[src/rtl/alu_op_sequencer_pkg.sv]
// Shared definitions for the ALU front-end sequencer: opcodes, FSM states
// and the opcode classifier used to pick the execution path.
package alu_op_sequencer_pkg;

    localparam logic [4:0] OP_OR   = 5'd0;
    localparam logic [4:0] OP_AND  = 5'd1;
    localparam logic [4:0] OP_ADD  = 5'd2;
    localparam logic [4:0] OP_SUB  = 5'd3;
    localparam logic [4:0] OP_ADDU = 5'd4;
    localparam logic [4:0] OP_MUL  = 5'd5;
    localparam logic [4:0] OP_DIV  = 5'd6;

    // Opcodes up to OP_LAST_SINGLE finish in one ALU cycle; up to
    // OP_LAST_LEGAL go to a multi-cycle unit; anything above is illegal.
    localparam logic [4:0] OP_LAST_SINGLE = OP_ADDU;
    localparam logic [4:0] OP_LAST_LEGAL  = OP_DIV;

    typedef enum logic [2:0] {
        ST_IDLE  = 3'd0,
        ST_EXEC  = 3'd1,
        ST_START = 3'd2,
        ST_WAIT  = 3'd3,
        ST_ERR   = 3'd4
    } state_t;

    typedef enum logic [1:0] {
        OPC_SINGLE  = 2'd0,
        OPC_MULTI   = 2'd1,
        OPC_ILLEGAL = 2'd2
    } op_class_t;

    function automatic op_class_t classify_op(input logic [4:0] op);
        if (op <= OP_LAST_SINGLE) begin
            return OPC_SINGLE;
        end else if (op <= OP_LAST_LEGAL) begin
            return OPC_MULTI;
        end else begin
            return OPC_ILLEGAL;
        end
    endfunction

endpackage

[src/rtl/alu_op_sequencer_if.sv]
// Request, ALU and multi-cycle-unit signals of the sequencer bundled as one
// interface. The sequencer takes the slave side; its environment the master.
interface alu_op_sequencer_if #(
    parameter int DATA_WIDTH = 32
);
    localparam int RW = 2 * DATA_WIDTH;

    logic                  req_valid;
    logic                  req_ready;
    logic [4:0]            req_op;
    logic [DATA_WIDTH-1:0] req_a;
    logic [DATA_WIDTH-1:0] req_b;
    logic [4:0]            alu_op;
    logic [DATA_WIDTH-1:0] alu_a;
    logic [DATA_WIDTH-1:0] alu_b;
    logic [RW-1:0]         comb_result;
    logic                  mc_start;
    logic                  mc_sel;
    logic                  mc_done;
    logic [RW-1:0]         mc_result;
    logic [RW-1:0]         z_out;
    logic                  z_valid;
    logic                  busy;
    logic                  err_illegal;
    logic                  err_timeout;

    modport master (
        output req_valid, req_op, req_a, req_b, comb_result, mc_done, mc_result,
        input  req_ready, alu_op, alu_a, alu_b, mc_start, mc_sel,
               z_out, z_valid, busy, err_illegal, err_timeout
    );

    modport slave (
        input  req_valid, req_op, req_a, req_b, comb_result, mc_done, mc_result,
        output req_ready, alu_op, alu_a, alu_b, mc_start, mc_sel,
               z_out, z_valid, busy, err_illegal, err_timeout
    );

endinterface

[src/rtl/alu_op_sequencer_watchdog.sv]
// Timeout watchdog for multi-cycle operations: counts cycles spent waiting
// and flags the last permitted cycle.
module alu_op_sequencer_watchdog #(
    parameter int TIMEOUT_CYCLES = 40
) (
    input  logic clk,
    input  logic reset,
    input  logic i_clear,
    input  logic i_count,
    output logic o_expired
);
    localparam int CW = $clog2(TIMEOUT_CYCLES) + 1;
    localparam logic [CW-1:0] LAST_COUNT = CW'(TIMEOUT_CYCLES - 1);

    logic [CW-1:0] r_count;

    // Cycle counter: cleared as a multi-cycle op launches, advances while waiting
    always_ff @(posedge clk) begin
        if (reset) begin
            r_count <= '0;
        end else if (i_clear) begin
            r_count <= '0;
        end else if (i_count) begin
            r_count <= r_count + CW'(1);
        end
    end

    assign o_expired = i_count && (r_count == LAST_COUNT);

endmodule

[src/rtl/alu_op_sequencer.sv]
// ALU front-end sequencer: accepts one op per handshake, holds operands
// stable on the ALU, captures single-cycle results directly and drives the
// start/done handshake of the MUL/DIV units under a timeout watchdog.
module alu_op_sequencer
    import alu_op_sequencer_pkg::*;
#(
    parameter int DATA_WIDTH     = 32,
    parameter int TIMEOUT_CYCLES = 40
) (
    input  logic                 clk,
    input  logic                 reset,
    alu_op_sequencer_if.slave    bus
);
    localparam int RW = 2 * DATA_WIDTH;

    state_t                r_state, w_state_next;
    logic [4:0]            r_alu_op, w_alu_op_next;
    logic [DATA_WIDTH-1:0] r_alu_a, w_alu_a_next;
    logic [DATA_WIDTH-1:0] r_alu_b, w_alu_b_next;
    logic [RW-1:0]         r_z, w_z_next;
    logic                  r_z_valid, w_z_valid_next;
    logic                  r_mc_start, w_mc_start_next;
    logic                  r_mc_sel, w_mc_sel_next;
    logic                  r_err_illegal, w_err_illegal_next;
    logic                  r_err_timeout, w_err_timeout_next;
    logic                  w_accept;
    logic                  w_wd_clear;
    logic                  w_wd_count;
    logic                  w_expired;

    assign w_accept   = bus.req_valid && (r_state == ST_IDLE);
    assign w_wd_clear = (r_state == ST_START);
    assign w_wd_count = (r_state == ST_WAIT);

    alu_op_sequencer_watchdog #(
        .TIMEOUT_CYCLES(TIMEOUT_CYCLES)
    ) u_watchdog (
        .clk      (clk),
        .reset    (reset),
        .i_clear  (w_wd_clear),
        .i_count  (w_wd_count),
        .o_expired(w_expired)
    );

    // Next-state and next-output decode; pulses default low every cycle
    always_comb begin
        w_state_next       = r_state;
        w_alu_op_next      = r_alu_op;
        w_alu_a_next       = r_alu_a;
        w_alu_b_next       = r_alu_b;
        w_z_next           = r_z;
        w_mc_sel_next      = r_mc_sel;
        w_z_valid_next     = 1'b0;
        w_mc_start_next    = 1'b0;
        w_err_illegal_next = 1'b0;
        w_err_timeout_next = 1'b0;
        case (r_state)
            ST_IDLE: begin
                if (w_accept) begin
                    w_alu_op_next = bus.req_op;
                    w_alu_a_next  = bus.req_a;
                    w_alu_b_next  = bus.req_b;
                    case (classify_op(bus.req_op))
                        OPC_SINGLE: begin
                            w_state_next = ST_EXEC;
                        end
                        OPC_MULTI: begin
                            w_state_next    = ST_START;
                            w_mc_start_next = 1'b1;
                            w_mc_sel_next   = (bus.req_op == OP_DIV);
                        end
                        default: begin
                            w_state_next       = ST_ERR;
                            w_err_illegal_next = 1'b1;
                        end
                    endcase
                end
            end
            ST_EXEC: begin
                // ALU has had one full cycle on the latched operands
                w_z_next       = bus.comb_result;
                w_z_valid_next = 1'b1;
                w_state_next   = ST_IDLE;
            end
            ST_START: begin
                w_state_next = ST_WAIT;
            end
            ST_WAIT: begin
                // Completion beats expiry when both land in the same cycle
                if (bus.mc_done) begin
                    w_z_next       = bus.mc_result;
                    w_z_valid_next = 1'b1;
                    w_mc_sel_next  = 1'b0;
                    w_state_next   = ST_IDLE;
                end else if (w_expired) begin
                    w_err_timeout_next = 1'b1;
                    w_mc_sel_next      = 1'b0;
                    w_state_next       = ST_IDLE;
                end
            end
            ST_ERR: begin
                w_state_next = ST_IDLE;
            end
            default: begin
                w_state_next = ST_IDLE;
            end
        endcase
    end

    // State and registered outputs; reset abandons any operation in flight
    always_ff @(posedge clk) begin
        if (reset) begin
            r_state       <= ST_IDLE;
            r_alu_op      <= '0;
            r_alu_a       <= '0;
            r_alu_b       <= '0;
            r_z           <= '0;
            r_z_valid     <= 1'b0;
            r_mc_start    <= 1'b0;
            r_mc_sel      <= 1'b0;
            r_err_illegal <= 1'b0;
            r_err_timeout <= 1'b0;
        end else begin
            r_state       <= w_state_next;
            r_alu_op      <= w_alu_op_next;
            r_alu_a       <= w_alu_a_next;
            r_alu_b       <= w_alu_b_next;
            r_z           <= w_z_next;
            r_z_valid     <= w_z_valid_next;
            r_mc_start    <= w_mc_start_next;
            r_mc_sel      <= w_mc_sel_next;
            r_err_illegal <= w_err_illegal_next;
            r_err_timeout <= w_err_timeout_next;
        end
    end

    assign bus.req_ready   = (r_state == ST_IDLE);
    assign bus.busy        = (r_state != ST_IDLE);
    assign bus.alu_op      = r_alu_op;
    assign bus.alu_a       = r_alu_a;
    assign bus.alu_b       = r_alu_b;
    assign bus.z_out       = r_z;
    assign bus.z_valid     = r_z_valid;
    assign bus.mc_start    = r_mc_start;
    assign bus.mc_sel      = r_mc_sel;
    assign bus.err_illegal = r_err_illegal;
    assign bus.err_timeout = r_err_timeout;

endmodule

[src/flat_wrapper.sv]
// flat-port wrapper written by rule: the top's interface ports become plain ports
module alu_op_sequencer_flat import alu_op_sequencer_pkg::*;
#(
    parameter int DATA_WIDTH     = 32,
    parameter int TIMEOUT_CYCLES = 40
)
  (clk, reset, bus_req_valid, bus_req_op, bus_req_a, bus_req_b, bus_comb_result, bus_mc_done, bus_mc_result, bus_req_ready, bus_alu_op, bus_alu_a, bus_alu_b, bus_mc_start, bus_mc_sel, bus_z_out, bus_z_valid, bus_busy, bus_err_illegal, bus_err_timeout);
  alu_op_sequencer_if #(.DATA_WIDTH(DATA_WIDTH)) bus_i ();
  input  logic clk;
  input  logic reset;
  input wire logic [$bits(bus_i.req_valid)-1:0] bus_req_valid;
  input wire logic [$bits(bus_i.req_op)-1:0] bus_req_op;
  input wire logic [$bits(bus_i.req_a)-1:0] bus_req_a;
  input wire logic [$bits(bus_i.req_b)-1:0] bus_req_b;
  input wire logic [$bits(bus_i.comb_result)-1:0] bus_comb_result;
  input wire logic [$bits(bus_i.mc_done)-1:0] bus_mc_done;
  input wire logic [$bits(bus_i.mc_result)-1:0] bus_mc_result;
  output wire logic [$bits(bus_i.req_ready)-1:0] bus_req_ready;
  output wire logic [$bits(bus_i.alu_op)-1:0] bus_alu_op;
  output wire logic [$bits(bus_i.alu_a)-1:0] bus_alu_a;
  output wire logic [$bits(bus_i.alu_b)-1:0] bus_alu_b;
  output wire logic [$bits(bus_i.mc_start)-1:0] bus_mc_start;
  output wire logic [$bits(bus_i.mc_sel)-1:0] bus_mc_sel;
  output wire logic [$bits(bus_i.z_out)-1:0] bus_z_out;
  output wire logic [$bits(bus_i.z_valid)-1:0] bus_z_valid;
  output wire logic [$bits(bus_i.busy)-1:0] bus_busy;
  output wire logic [$bits(bus_i.err_illegal)-1:0] bus_err_illegal;
  output wire logic [$bits(bus_i.err_timeout)-1:0] bus_err_timeout;
  assign bus_i.req_valid = bus_req_valid;
  assign bus_i.req_op = bus_req_op;
  assign bus_i.req_a = bus_req_a;
  assign bus_i.req_b = bus_req_b;
  assign bus_i.comb_result = bus_comb_result;
  assign bus_i.mc_done = bus_mc_done;
  assign bus_i.mc_result = bus_mc_result;
  assign bus_req_ready = bus_i.req_ready;
  assign bus_alu_op = bus_i.alu_op;
  assign bus_alu_a = bus_i.alu_a;
  assign bus_alu_b = bus_i.alu_b;
  assign bus_mc_start = bus_i.mc_start;
  assign bus_mc_sel = bus_i.mc_sel;
  assign bus_z_out = bus_i.z_out;
  assign bus_z_valid = bus_i.z_valid;
  assign bus_busy = bus_i.busy;
  assign bus_err_illegal = bus_i.err_illegal;
  assign bus_err_timeout = bus_i.err_timeout;
  alu_op_sequencer #(.DATA_WIDTH(DATA_WIDTH), .TIMEOUT_CYCLES(TIMEOUT_CYCLES)) u_core (.clk(clk), .reset(reset), .bus(bus_i));
endmodule
[config.mk]
export PLATFORM = sky130hd
export DESIGN_NAME = alu_op_sequencer_flat
export DESIGN_NICKNAME = d
export VERILOG_FILES = /design/src/rtl/alu_op_sequencer_pkg.sv /design/src/rtl/alu_op_sequencer_if.sv /design/src/rtl/alu_op_sequencer_watchdog.sv /design/src/rtl/alu_op_sequencer.sv /design/src/flat_wrapper.sv
export SDC_FILE = /design/constraint.sdc
export NUM_CORES = 1
export LEC_CHECK = 0
export CAP_MARGIN = 30
export CORE_ASPECT_RATIO = 0.5
export CORE_MARGIN = 2
export CORE_UTILIZATION = 37
export CTS_CLUSTER_SIZE = 25
export DETAILED_ROUTE_END_ITERATION = 8
export GPL_TIMING_DRIVEN = 0
export PLACE_DENSITY = 0.78
export SETUP_SLACK_MARGIN = 0.2
export SKIP_LAST_GASP = 1
export SYNTH_ARGS = -nofsm -noshare
export SYNTH_HDL_FRONTEND = slang
export SYNTH_SLANG_ARGS = --single-unit
[constraint.sdc]
create_clock -name clk -period 1.8 [get_ports clk]
set_input_delay 0.36 -clock clk [delete_from_list [all_inputs] [get_ports clk]]
set_output_delay 0.36 -clock clk [all_outputs]
set_load 0.05 [all_outputs]
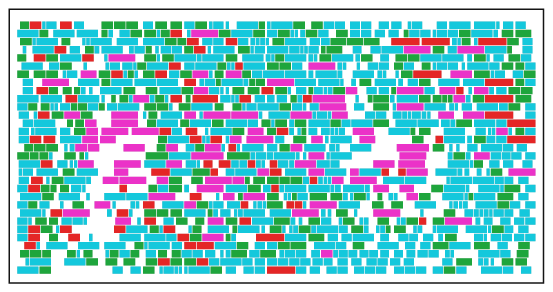
run_1/sizes.png
Drawn at 3 px/micron.
[green] _2 cells | cells: 265 | most used: clkdlybuf4s15_2
[cyan] _0 and _1 cells | cells: 642 | most used: clkdlybuf4s50_1
[magenta] _6 and larger | cells: 92 | most used: clkbuf_16
[red] _3 and _4 cells | cells: 80 | most used: nand2_4
slack of the critical path: -0.0562 ns
Final Cell Area: 0.0121 sq mm
Non-CTS buffers: 441
area grow syn2layout: 117%

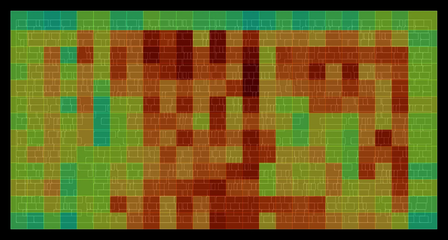
run_1/congestion.png
final core occ: 82.9%
WL/cell: 20.8 microns
most crowded layer after global routing: met2

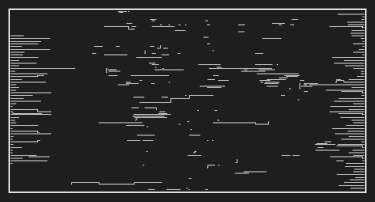
run_1/layer_met3.png
Drawn at 2 px/micron.
main direction: horizontal
longest straight run: 32.0 microns
share of all routed wire: 6.7%
nets with wire on the layer: 205
wire length on this layer: 1780 microns

[run 1: worst max-delay path, delay by kind of cell (launching register included)]
family	cells	cell delay, ns
buffers and inverters	3	0.38
and+or+nand+nor	1	0.39
DFF	1	0.31
[run 1: through the flow]
step	TNS, ns	worst slack (ns)	cells	utilization [%]	hold WS (ns)
CTS	-0.108	-0.0725	1241	70.5	0.451
global placement	-52.12	-0.495	1204	63.9	0.437
detailed placement	-56.49	-0.599	1204	63.9	0.442
global route	-0.247	-0.0780	1277	82.9	0.464
floorplan	0	0.100	666	-	0.446
finish	-0.137	-0.0562	1277	82.9	0.451
[run 1: logic make-up after synthesis]
kind of cell	Yosys count	share of synthesized area (%)
buf+inv	63	4.60
xor+xnor	7	1.10
compound gates	210	23.8
simple gates	237	17.2
flops	148	53.2
fa+ha+maj	1	0.224
[run 1: layer usage]
metal / vias up / wire length, microns
li1: 3159 / -
met1: 3381 / 10200
met2: 332 / 13600
met3: 75 / 1780
met4: 0 / 919
met5: - / 0
[run 1: layout make-up]
class / count / area (sq um) / area share, %
timing repair buffer: 381 / 4250 / 35.1
clock inverter: 11 / 151 / 1.25
tap: 198 / 248 / 2.05
inverter: 3 / 15.0 / 0.124
clock buffer: 20 / 467 / 3.86
multi-input combinational: 456 / 3400 / 28.1
sequential: 148 / 2970 / 24.5
buffer: 60 / 601 / 4.97
[run 1: power by group]
part	total (mW)	internal [mW]	switching [mW]
registers	3.49	3.42	0.0777
logic	2.20	0.983	1.21
clock network	3.77	2.29	1.48
[run 1: synthesized netlist by cell type, drive strengths merged, types with 2 or more instances]
library cell	n
xor2	4
a211oi	3
dfxtp	148
nor2	10
nand3b	2
or3	2
inv	3
a21oi	134
xnor2	3
nand2	209
o221ai	64
nand3	3
nor3	3
nand4	2
buf	20
and3b	2
clkbuf	40
o21ai	2
==> changes_impl.md, run 1 <==
### Physical design

* CP max-delay cell: or3_4
* GP Congestion at around 0.8
* Slack of the critical path at -0.0562 ns
* GR Overflow Total at 0
* Ant diodes at 0
* Main flop type: dfxtp_1
* Tool Warnings at 29
* Cts bufs inserted at 17
* Drt initial violations at roughly 410
* Hold-fix buffers, CTS at 0
* Avg Inst Size Synth at between 8 and 9 sq um
* Final hold vios at 0
* Flop-to-flop setup slack at -0.05 ns
* Initial DRT Pass Iterations at 4
* Critical Path Max Stage Delay at roughly 0.4 ns
* RSZ-0062 raised after global routing: yes
* Slew Limit Fails at 0
* Nets at about 1300
* R2R cell count at 8
* Routed Antenna Nets at 0
* Post-synth top area share at 53.2%
* Postcts setup bufs at 6
* Layout cells sized above 1 at slightly above 40%
* Crit path kind: flip-flop to primary output
* Pin slew with the least headroom to its limit at roughly 0.84 ns
* CP Max Fanout at 4
* Num ports at 341
* Tally of filler cells in the layout at 795
* Cells along the critical path: buf_6 > or3_4 > clkinvlp_4 > buf_8
* Final Cycle Share at 103%
* Top cell excl fill/tap: clkdlybuf4s50_1
* Post-DP Area at approximately 0.0093 sq mm
* Number of vias per cell at between 5 and 6
* Leakage at ~4.3 nW
* Met1 GRT Util at 29.2%
* CTS root buf: clkbuf_16
* Number of enable flip-flop cells at 0
* Peak supply drop at 629 uV
* Yosys reg bits at about 150
* Failing checks: setup timing
* Status: complete, but fails checks
* Min Tclk post-route at ~1.9 ns
* Cell variety after synth at 32
* Hold crit path type: flip-flop to flip-flop
* CP Data Required Time at about 1.4 ns
* CORE AREA at roughly 0.015 sq mm
* Number of cells in Yosys stat at 666
* Post-synth seq share at a little over half
* Dpl hpwl at 15600 microns
* # rows at 31
* # setup viols final at 3
* Worst reg2reg path startpoint: u_core.r_state[2]
* Min-Delay Startpoint: u_core.bus.z_out[52]
* Async S/R FF share, synth at 0%
* Top cells by area: dfxtp_1 (53%), nand2_1 (14%), a21oi_1 (12%)
* Via count at roughly 6900
* GRT Total Usage at 25.4%
* Wire length of the first global-routing pass at 32400 microns
* Cell count after synthesis at between 600 and 700
* Synth Warn # at 0
* Final Skew at just over 0.01 ns
* CTS Sinks at approximately 150
* Pwr dens at 782 mW/mm^2
* Dominant cell type by area after synthesis: dfxtp_1
* Skew-Pair Late Insertion Delay at 0.42 ns
* Die width at ~180 microns
* H-tree Lvls at 4
* Power Total at 9.46 mW
* Commonest cells after routing, fill and taps aside: clkdlybuf4s50_1 (199), nand2_1 (150), dfxtp_1 (146)
* Critical Path Start: u_core.r_state[0]
* Largest net degree at the start of global routing at 17
run_1/layer_met2.png
Drawn at 2 px/micron. Cells faint in the background.
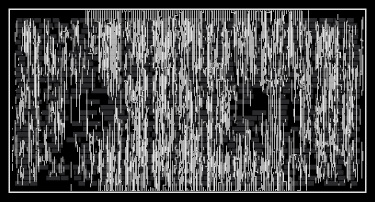

==> run 2, diff against run 1 <==
ABC_AREA = 0   (was default)
SETUP_SLACK_MARGIN = default   (was 0.2)
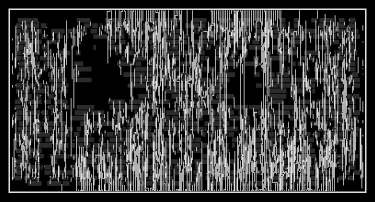
run_2/layer_met2.png
Drawn at 2 px/micron. Cells faint in the background.
main direction: vertical
longest straight run: 42.5 microns
via count: 6276
drt total wl: 20800 microns
met2 usage: 44.6%

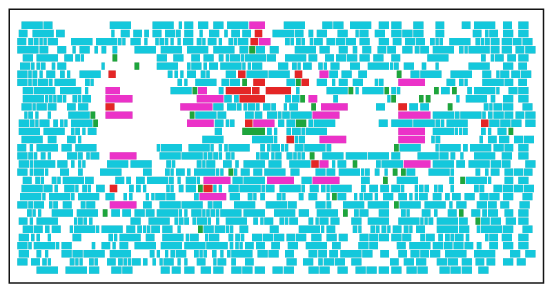
run_2/sizes.png
Drawn at 3 px/micron.
[magenta] _6 and larger | cells: 27 | most used: clkbuf_16
[green] _2 cells | cells: 39 | most used: clkbuf_2
[red] _3 and _4 cells | cells: 19 | most used: buf_4
[cyan] _0 and _1 cells | cells: 958 | most used: nand2_1

==> changes_impl.md, run 2 <==
### Physical design

* Clock Power Share at 41.1% (+1.2 points)
* Die width at 178 microns (unchanged)
* Post-synth top cells: nand2_1 (209), dfxtp_1 (148), a21oi_1 (134)
* Post-DP Area at 0.00923 sq mm (-0.95%)
* GRT Total Usage at 25.5% (+0.051 points)
* Pin slew with the least headroom to its limit at 0.787 ns (-0.0524 ns)
* RSZ-0062 raised after global routing: yes
* Tap cells at 198 (unchanged)
* Non-CTS buffers at 405 (-8.2%)
* Area grow syn2layout at 75.1%
* Final hold slack at 0.446 ns (-0.00476 ns)
* Switch share at 28.4% (-0.84 points)
* Layout cells sized above 1 at 8.15% (-32 points)
* Placement Setup Slack at -0.590 ns (+0.00859 ns)
* Post-synth top area share at 53.2% (unchanged)
* Dominant cell type by area after synthesis: dfxtp_1
* Async S/R FF share, synth at 0% (unchanged)
* Final Cell Area at 0.00976 sq mm (-19%)
* Clock Buffer Count at 18 (-10%)
* Final hold vios at 0 (unchanged)
* WL/cell at 16.7 microns (-19%)
* Crit path kind: flip-flop to primary output
* Non-clock buffer share of cell area at 36.6% (-3.5 points)
* Num ports at 341 (unchanged)
* Non-clock inverters at 3 (unchanged)
* Number of enable flip-flop cells at 0 (unchanged)
* Status: finished, final reports clean
* Min-Delay Startpoint: u_core.bus.z_out[63]
* Sw power at 2.45 mW (-11%)
* Main flop type: dfxtp_1
* Skew-Pair Late Insertion Delay at 0.41 ns (about the same)
* Tool Warnings at 29 (unchanged)
* Final core occ at 66.9% (-16 points)
* Flop-to-flop setup slack at 0.07 ns (+0.12 ns)
* Final Skew at 0.0101 ns (+0.0000276 ns)
* Leakage at 4.13 nW (-4.9%)
* Tally of filler cells in the layout at 1274 (+60%)
* Slew Limit Fails at 0 (unchanged)
* GP Congestion at 0.880 (+10%)
* Dpl hpwl at 16000 microns (+2.3%)
* Number of cells in Yosys stat at 666 (unchanged)
* Largest net degree at the start of global routing at 17 (unchanged)
* Wire length of the first global-routing pass at 32500 microns (+0.21%)
* Yosys reg bits at 148 (unchanged)
* H-tree Lvls at 4 (unchanged)
* Seq_cells at 148 (unchanged)
* Pwr dens at 884 mW/mm^2 (+13%)
* Ant diodes at 0 (unchanged)
* Slack of the critical path at 0.0133 ns (+0.0694 ns)
* Register area at 0.00297 sq mm (+0.21%)
* # setup viols final at 0 (-3)
* Synth top cell by count: nand2_1
* Final Cycle Share at 99.3% (-3.9 points)
* # rows at 31 (unchanged)
* Dpl cells at 1204 (unchanged)
* Gate power share at 18.6% (-4.6 points)
* Nets at 1232 (-2.9%)
* Initial DRT Pass Iterations at 5 (+1)
* Seq pwr share at 40.3% (+3.4 points)
* Setup TNS Final at 0 ns (+0.137 ns)
* Hold-fix buffers, CTS at 0 (unchanged)
* CTS Sinks at 148 (unchanged)
* Non-Filler Instances at 1241 (-2.8%)
* Top cells by area: dfxtp_1 (53%), nand2_1 (14%), a21oi_1 (12%)
* Top cell excl fill/tap: nand2_1
* Number of logic gates at 455 (-0.22%)
* Commonest cells after routing, fill and taps aside: nand2_1 (208), clkdlybuf4s50_1 (200), dfxtp_1 (145)
* Avg Inst Size Synth at 8.37 sq um (unchanged)
* Min Tclk post-route at 1.79 ns (-0.0694 ns)
==> run 2: cell counts after synthesis <==
No cell type changed its count.
==> run 2: power groups by stage <==
| stage | Clock [mW] | Sequential [mW] | Combinational, mW |
|---|---|---|---|
| 4_1_cts | 3.61 | 3.48 | 1.60 |
| 3_5_place_dp | 0 | 3.56 | 1.67 |
| 2_1_floorplan | 0 | 4.02 | 0.348 |
| 3_3_place_gp | 0 | 3.55 | 1.65 |
| 5_1_grt | 3.76 | 3.49 | 1.70 |
| 6_report | 3.54 | 3.48 | 1.61 |
==> run 2: worst max path at each step <==
stage                                      end         startpoint  cells past startpoint  slack (ns)
after floorplan           u_core.bus.alu_b[10]  u_core.r_state[2]                      7       -0.02
after global placement    u_core.bus.z_out[37]        bus_mc_done                      7       -0.52
after detailed placement  u_core.bus.z_out[36]        bus_mc_done                      7       -0.59
after CTS                        bus_req_ready  u_core.r_state[0]                      3       -0.08
after global routing             bus_req_ready  u_core.r_state[2]                      3       -0.04
final                            bus_req_ready  u_core.r_state[2]                      3        0.01
==> run 2: cell families after synthesis <==
group                      share of synthesized area, %
and+or+nand+nor                                    17.2
AOI/OAI and AO/OA                                  23.8
DFF                                                53.2
buffers and inverters                              4.60
xor gates and xnor gates                           1.10
adders and majority gates                         0.224
==> run 2: worst max-delay path: stages (launching register included) <==
cell and delay [ns]:
dfxtp_4 0.34, or3_4 0.41, clkinvlp_4 0.09, buf_4 0.19
==> run 2: timing repair <==
action	in CTS	in global routing
cloned	0	0
endpoints found under the setup margin	260	120
buffers inserted	4	3
gates resized	166	29
pin swaps	1	1
==> run 2: metal layers <==
| layer | track usage, % | share of wire [%] |
|---|---|---|
| met1 | 29.9 | 40 |
| met2 | 44.6 | 50 |
| met3 | 6.69 | 7.5 |
| met4 | 9.49 | 2.7 |
| met5 | 0 | 0 |
No activity file was given, so power comes from the tool's default toggle rates.
